==> config.mk <==
export PLATFORM = sky130hd
export DESIGN_NAME = mem_port_arbiter
export DESIGN_NICKNAME = d
export VERILOG_FILES = /design/src/rtl/mips_mem_pkg.sv /design/src/rtl/mem_byte_steer.sv /design/src/rtl/mem_port_arbiter.sv
export SDC_FILE = /design/constraint.sdc
export NUM_CORES = 1
export LEC_CHECK = 0
export ABC_CLOCK_PERIOD_IN_PS = 4300
export CAP_MARGIN = 10
export CORE_MARGIN = 10
export CORE_UTILIZATION = 40
export CTS_CLUSTER_SIZE = 10
export DETAILED_ROUTE_END_ITERATION = 16
export PLACE_DENSITY = 0.78
export REMOVE_ABC_BUFFERS = 1
export SYNTH_ARGS = -nofsm -noshare
export SYNTH_HDL_FRONTEND = slang
export SYNTH_SLANG_ARGS = --single-unit
==> constraint.sdc <==
create_clock -name clk -period 4.3 [get_ports clk]
set_input_delay 1.075 -clock clk [delete_from_list [all_inputs] [get_ports clk]]
set_output_delay 1.075 -clock clk [all_outputs]
set_load 0.05 [all_outputs]
==> src/rtl/mips_mem_pkg.sv <==
// Shared types and byte-lane helpers for the fetch/data memory port arbiter.
package mips_mem_pkg;

   typedef enum logic [1:0] {
      IDLE    = 2'd0,
      DATA    = 2'd1,
      FETCH   = 2'd2,
      ADVANCE = 2'd3
   } arb_state_t;

   localparam int unsigned BE_W = 4;
   localparam logic [BE_W-1:0] BE_WORD = 4'hF;

   // One-hot byte enable for the lane selected by the low address bits.
   function automatic logic [BE_W-1:0] byte_be(input logic [1:0] lane);
      byte_be = BE_W'(1) << lane;
   endfunction

endpackage

==> src/rtl/mem_byte_steer.sv <==
// Data-port write steering: byte enables and lane-replicated write data.
module mem_byte_steer
   import mips_mem_pkg::*;
#(
   parameter int unsigned DATA_W = 32
) (
   input  logic [1:0]          dm_lane,
   input  logic                dm_byte,
   input  logic                dm_we,
   input  logic [DATA_W-1:0]   dm_wdata,
   output logic [DATA_W/8-1:0] be_c,
   output logic [DATA_W-1:0]   wdata_c
);

   localparam int unsigned NB = DATA_W / 8;

   // Byte stores replicate the low byte to every lane; the enable picks the target.
   always_comb begin
      be_c    = NB'(BE_WORD);
      wdata_c = '0;
      if (dm_we) begin
         if (dm_byte) begin
            be_c    = NB'(byte_be(dm_lane));
            wdata_c = {NB{dm_wdata[7:0]}};
         end else begin
            wdata_c = dm_wdata;
         end
      end
   end

endmodule

==> src/rtl/mem_port_arbiter.sv <==
// Serialises fetch and data requests onto one single-ported memory and
// stalls the pipeline until every request presented this cycle has been served.
module mem_port_arbiter
   import mips_mem_pkg::*;
#(
   parameter int unsigned ADDR_W  = 32,
   parameter int unsigned DATA_W  = 32,
   parameter int unsigned TIMEOUT = 64
) (
   input  logic                clk,
   input  logic                reset,
   input  logic                if_req,
   input  logic [ADDR_W-1:0]   if_addr,
   output logic [DATA_W-1:0]   if_rdata,
   input  logic                dm_req,
   input  logic                dm_we,
   input  logic                dm_byte,
   input  logic [ADDR_W-1:0]   dm_addr,
   input  logic [DATA_W-1:0]   dm_wdata,
   output logic [DATA_W-1:0]   dm_rdata,
   output logic                stall,
   output logic                err,
   output logic                mem_en,
   output logic                mem_we,
   output logic [DATA_W/8-1:0] mem_be,
   output logic [ADDR_W-1:0]   mem_addr,
   output logic [DATA_W-1:0]   mem_wdata,
   input  logic [DATA_W-1:0]   mem_rdata,
   input  logic                mem_ready
);

   localparam int unsigned NB    = DATA_W / 8;
   localparam int unsigned CNT_W = $clog2(TIMEOUT + 1);
   localparam logic [CNT_W-1:0] CNT_MAX = CNT_W'(TIMEOUT);

   arb_state_t state_q, state_d;

   logic              if_done_q, if_done_d;
   logic              dm_done_q, dm_done_d;
   logic [CNT_W-1:0]  wait_cnt_q, wait_cnt_d;
   logic              err_q, err_d;
   logic              stall_q, stall_d;
   logic              mem_en_q, mem_en_d;
   logic              mem_we_q, mem_we_d;
   logic [NB-1:0]     mem_be_q, mem_be_d;
   logic [ADDR_W-1:0] mem_addr_q, mem_addr_d;
   logic [DATA_W-1:0] mem_wdata_q, mem_wdata_d;
   logic [DATA_W-1:0] if_rdata_q, if_rdata_d;
   logic [DATA_W-1:0] dm_rdata_q, dm_rdata_d;

   logic              xfer_c;
   logic              if_pend_c;
   logic              dm_pend_c;
   logic              hold_c;
   logic [NB-1:0]     steer_be_c;
   logic [DATA_W-1:0] steer_wdata_c;
   logic              unused_if_lane_c;

   mem_byte_steer #(
      .DATA_W (DATA_W)
   ) u_steer (
      .dm_lane  (dm_addr[1:0]),
      .dm_byte  (dm_byte),
      .dm_we    (dm_we),
      .dm_wdata (dm_wdata),
      .be_c     (steer_be_c),
      .wdata_c  (steer_wdata_c)
   );

   // A ready pulse only counts while a transaction is actually on the bus.
   assign xfer_c           = mem_en_q & mem_ready;
   assign hold_c           = mem_en_q & ~mem_ready;
   assign if_pend_c        = if_req & ~if_done_q;
   assign dm_pend_c        = dm_req & ~dm_done_q;
   assign unused_if_lane_c = ^if_addr[1:0];

   always_ff @(posedge clk) begin
      if (reset) begin
         state_q <= IDLE;
      end else begin
         state_q <= state_d;
      end
   end

   // Data is served before fetch: it belongs to the older instruction.
   always_comb begin
      state_d = state_q;
      case (state_q)
         IDLE: begin
            if (dm_pend_c) begin
               state_d = DATA;
            end else if (if_pend_c) begin
               state_d = FETCH;
            end else if (if_req || dm_req) begin
               state_d = ADVANCE;
            end
         end
         DATA: begin
            if (xfer_c) begin
               state_d = if_pend_c ? FETCH : ADVANCE;
            end
         end
         FETCH: begin
            if (xfer_c) begin
               state_d = dm_pend_c ? DATA : ADVANCE;
            end
         end
         ADVANCE: state_d = IDLE;
         default: state_d = IDLE;
      endcase
   end

   always_comb begin
      if_done_d   = if_done_q;
      dm_done_d   = dm_done_q;
      wait_cnt_d  = '0;
      err_d       = err_q;
      if_rdata_d  = if_rdata_q;
      dm_rdata_d  = dm_rdata_q;
      mem_en_d    = 1'b0;
      mem_we_d    = 1'b0;
      mem_be_d    = '0;
      mem_addr_d  = '0;
      mem_wdata_d = '0;
      stall_d     = (state_d != ADVANCE) && (if_req || dm_req);

      if (state_q == ADVANCE) begin
         if_done_d = 1'b0;
         dm_done_d = 1'b0;
      end

      if (xfer_c) begin
         if (state_q == DATA) begin
            dm_done_d = 1'b1;
            if (!mem_we_q) begin
               dm_rdata_d = mem_rdata;
            end
         end else begin
            if_done_d  = 1'b1;
            if_rdata_d = mem_rdata;
         end
      end

      // Saturating wait count; err is sticky and the FSM keeps waiting.
      if (hold_c) begin
         wait_cnt_d = (wait_cnt_q == CNT_MAX) ? wait_cnt_q : wait_cnt_q + CNT_W'(1);
         if (wait_cnt_d == CNT_MAX) begin
            err_d = 1'b1;
         end
      end

      if (state_d == DATA || state_d == FETCH) begin
         mem_en_d = 1'b1;
         if (hold_c) begin
            mem_we_d    = mem_we_q;
            mem_be_d    = mem_be_q;
            mem_addr_d  = mem_addr_q;
            mem_wdata_d = mem_wdata_q;
         end else if (state_d == DATA) begin
            mem_we_d    = dm_we;
            mem_be_d    = steer_be_c;
            mem_addr_d  = {dm_addr[ADDR_W-1:2], 2'b00};
            mem_wdata_d = steer_wdata_c;
         end else begin
            mem_be_d    = NB'(BE_WORD);
            mem_addr_d  = {if_addr[ADDR_W-1:2], 2'b00};
         end
      end
   end

   always_ff @(posedge clk) begin
      if (reset) begin
         if_done_q   <= 1'b0;
         dm_done_q   <= 1'b0;
         wait_cnt_q  <= '0;
         err_q       <= 1'b0;
         stall_q     <= 1'b0;
         mem_en_q    <= 1'b0;
         mem_we_q    <= 1'b0;
         mem_be_q    <= '0;
         mem_addr_q  <= '0;
         mem_wdata_q <= '0;
         if_rdata_q  <= '0;
         dm_rdata_q  <= '0;
      end else begin
         if_done_q   <= if_done_d;
         dm_done_q   <= dm_done_d;
         wait_cnt_q  <= wait_cnt_d;
         err_q       <= err_d;
         stall_q     <= stall_d;
         mem_en_q    <= mem_en_d;
         mem_we_q    <= mem_we_d;
         mem_be_q    <= mem_be_d;
         mem_addr_q  <= mem_addr_d;
         mem_wdata_q <= mem_wdata_d;
         if_rdata_q  <= if_rdata_d;
         dm_rdata_q  <= dm_rdata_d;
      end
   end

   assign if_rdata  = if_rdata_q;
   assign dm_rdata  = dm_rdata_q;
   assign stall     = stall_q;
   assign err       = err_q;
   assign mem_en    = mem_en_q;
   assign mem_we    = mem_we_q;
   assign mem_be    = mem_be_q;
   assign mem_addr  = mem_addr_q;
   assign mem_wdata = mem_wdata_q;

endmodule

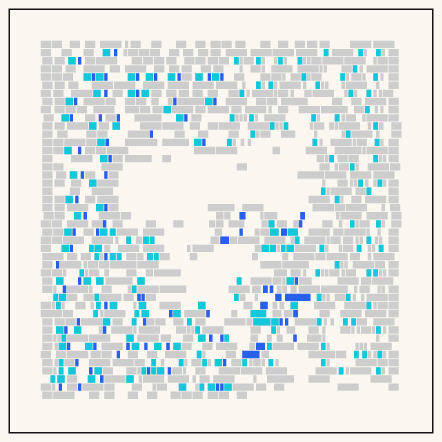
**Above:** run 1 (selected gate families).
Scale: 3 px per um.
Key: nor cells = blue [cells 81, most used nor2_1]; aoi and oai cells = cyan [cells 176, most used a21oi_1, where widely spread]
fin cells: 1128
multi-input combinational area share: 28.0%
most frequently placed logic cell in the final layout: clkdlybuf4s50_1

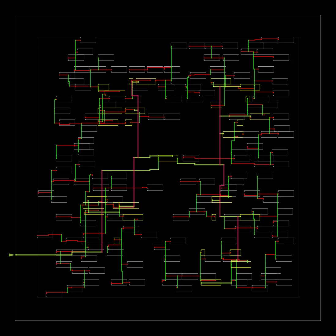
**Above:** run 1 (clock wiring as the flow saved it).
Num CTS Buffers: 17
Sink Count: 145
flip-flops: 145
Clock Latency Late Sink: 0.41 ns

==> deck_impl_summary.md, run 1 <==
Implementation Results

Run status
  – Status: finished, final reports clean

Timing
  – Period minus WS final: around 3.4 ns
  – Max-slew violation count: 0
  – Worst-case clock skew: about 0.01 ns
  – Final worst slack: approximately 0.90 ns
  – Max-Slew Margin vs Limit: 30.8%
  – Fin. Hold Viols: 0

Synthesis
  – Aoi share: about a fifth
  – Most instantiated cells after synthesis: dfxtp_1 (145), nand2_1 (141), nor2_1 (70), a21oi_1 (68)
  – Mux frac, synth: 5.33%
  – # Cells Yosys: between 600 and 700
  – Synth warnings: 0

Place
  – Pre-CTS setup slack: 0.493 ns
  – Placed Cells incl. Taps: 1098
  – Dpl hpwl: approximately 14 mm

Global routing
  – M3 GR Usage: 11.4%
  – First-pass GRT wire length: 29.5 mm
  – Global Route Usage Sum: 18.4%
  – Met2 Usage GRT: 29.4%
  – Vias in the first global route: around 5600
  – Largest net degree at the start of global routing: approximately 65

Floorplanning
  – Top Ports: 271
  – # rows: about 44
  – Width of the die: ~140 um
  – TAP cells: approximately 180

Worst setup path
  – Critical Path Start: mem_ready
  – Worst setup endpoint: mem_wdata[21]
  – Nature of the critical path startpoint: primary input
  – WP depth: 8
  – Critical path's top delay family: buffers and inverters

Route
  – Via density: between 4 and 5
  – Met2 Wirelength: ~8.5 mm
  – WL met1: 7.41 mm
  – First drt pass iteration count: 5

Clocking
  – H-tree level count: 4
  – Clk root buf: clkbuf_16

Finish
  – Area grow syn2layout: 55.9%
  – Number of logic gates: 464
  – Clock-cell share of area: about 6.1%
  – Number of diodes: 0
  – Post-route cell area: 9080 sq um
  – Net count, final: 1072
  – Most frequent logic cells in the routed design: clkdlybuf4s50_1 (265), dfxtp_1 (145), nand2_1 (141)

Pwr
  – Comb pwr: 1.35 mW

Min path
  – Hold Path Depth: 2
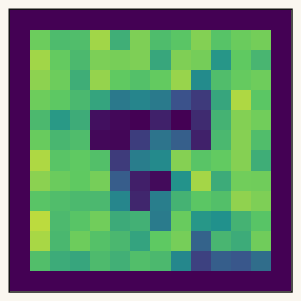
**Above:** run 1 (placement density heat map).
Scale: 2 px per um. The die is cut into 14 by 14 equal tiles; dark purple is low, yellow is high, 0 to 100% covered.
28% of the tiles are nearly empty. The fullest tile reaches 90%. The emptiest ninth of the die: centre. 25% of the tiles are over 75% full. The mean over all tiles is 45%.
fin util: 62.9%
fp_density: 40.4%
core area: 14400 sq um

==> run 2: changes to the inputs <==
ABC_CLOCK_PERIOD_IN_PS = 2950   (was 4300)
CORE_UTILIZATION = 37   (was 40)
PLACE_DENSITY = 0.76   (was 0.78)
clock period = 2.95 ns   (was 4.3 ns; I/O delays follow)
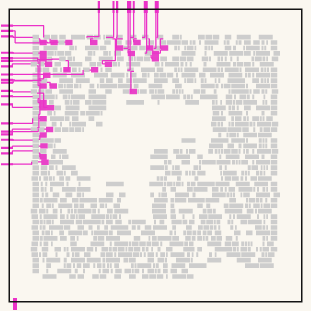
**Above:** run 2 (nets reached from selected ports).
Scale: 2 px per um.
Key: if_addr = magenta [bits 32, direction input, edge 20 west, 10 north, 2 south, end cells 30, buffers 30, wire 668 um]
Top Ports: 271
PortBufs: 266

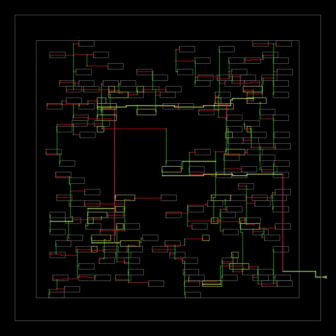
**Above:** run 2 (clock wiring as the flow saved it).
Clock Latency Late Sink: 0.42 ns
CLK BUF: 17
worst-case clock skew: 0.0101 ns
clock-net power: 2.00 mW

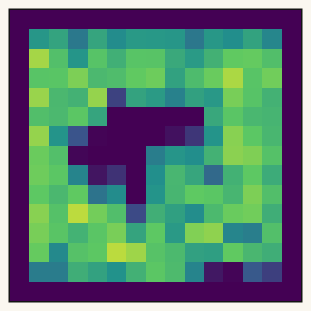
**Above:** run 2 (placement density heat map).
Scale: 2 px per um. The die is cut into 15 by 15 equal tiles; dark purple is low, yellow is high, 0 to 100% covered.
32% of the tiles are nearly empty. The fullest tile reaches 90%. 15% of the tiles are over 75% full. The mean over all tiles is 42%.
fin util: 60.1%
core area: 15300 sq um
fp_density: 38.0%

==> deck_impl_summary.md, run 2 <==
Implementation Results

Finish
  – Area grow syn2layout: 57.9% (was 55.9%)
  – Fin cells: 1162 (was 1128)
  – NonClk Buf Share: 30.7% (was 30.2%)
  – Post-route cell area: 9200 sq um (was 9080 sq um)
  – Net count, final: 1077 (was 1072)
  – Most frequently placed logic cell in the final layout: clkdlybuf4s50_1 (unchanged)
  – Multi-input combinational area share: 27.7% (was 28.0%)
  – Flip-flops: 145 (unchanged)
  – Number of diodes: 0 (unchanged)
  – Number of logic gates: 464 (unchanged)
  – Clock-cell share of area: 6.00% (was 6.09%)
  – Most frequent logic cells in the routed design: clkdlybuf4s50_1 (265), dfxtp_1 (145), nand2_1 (141) (unchanged)

Clocking
  – Num CTS Buffers: 17 (unchanged)
  – Sink Count: 145 (unchanged)
  – Clk root buf: clkbuf_16 (unchanged)
  – CTS tree: yes (unchanged)
  – H-tree level count: 4 (unchanged)

Global routing
  – Largest net degree at the start of global routing: 65 (unchanged)
  – Grt total ovfl: 0 (unchanged)
  – M3 GR Usage: 8.23% (was 11.4%)
  – Vias in the first global route: 5414 (was 5609)
  – First-pass GRT wire length: 28.8 mm (was 29.5 mm)
  – Initial antenna violation count: 1 (unchanged)
  – Global Route Usage Sum: 16.7% (was 18.4%)
  – Met2 Usage GRT: 26.2% (was 29.4%)

Route
  – WL met1: 8.12 mm (was 7.41 mm)
  – Met2 Wirelength: 8.41 mm (was 8.54 mm)
  – First drt pass iteration count: 5 (unchanged)
  – Via density: 4.84 (was 4.96)

Floorplanning
  – # rows: 45 (was 44)
  – Width of the die: 145 um (was 141 um)
  – TAP cells: 211 (was 184)

Synthesis
  – Syn Area/Cell: 8.39 sq um (unchanged)
  – Post-synth top area cell: dfxtp_1 (unchanged)
  – Synth warnings: 0 (unchanged)
  – Mux frac, synth: 5.33% (unchanged)
  – Aoi share: 19.0% (unchanged)
  – Synthesized registers: 145 (unchanged)
  – # Cells Yosys: 694 (unchanged)
  – Post-synth EDFFs: 0 (unchanged)
  – Synth top area cells: dfxtp_1 (50%), nand2_1 (9.1%), a21oi_1 (5.8%) (unchanged)
  – Most instantiated cells after synthesis: dfxtp_1 (145), nand2_1 (141), nor2_1 (70), a21oi_1 (68) (unchanged)
  – Distinct lib cells used: 40 (unchanged)

Pwr
  – Comb pwr: 2.03 mW (was 1.35 mW)
  – Clk pwr share: 31.8% (was 32.2%)

Timing
  – Period minus WS final: ~2.6 ns
  – Final worst slack: 0.382 ns (was 0.897 ns)
  – Max-slew violation count: 0 (unchanged)
  – Fin. Hold Viols: 0 (unchanged)
  – Max-Slew Margin vs Limit: 58.8% (was 30.8%)

Worst setup path
  – Nature of the critical path startpoint: primary input (unchanged)
  – WP depth: 8 (unchanged)
  – Worst setup endpoint: mem_addr[13] (was mem_wdata[21])
  – Launch point of the worst reg-to-reg path: mem_en (unchanged)
  – Critical path's top delay family: AND-OR/OR-AND gates (was buffers and inverters)
  – Critical Path Start: if_req (was mem_ready)

Run status
  – Status: finished, final reports clean (unchanged)

Place
  – Placed Cells incl. Taps: 1130 (was 1098)
  – Pre-CTS setup slack: -0.0497 ns (was 0.493 ns)
  – Dpl hpwl: 13.7 mm (was 13.9 mm)

Min path
  – Hold Path Depth: 2 (unchanged)
No activity file was given, so power comes from the tool's default toggle rates.
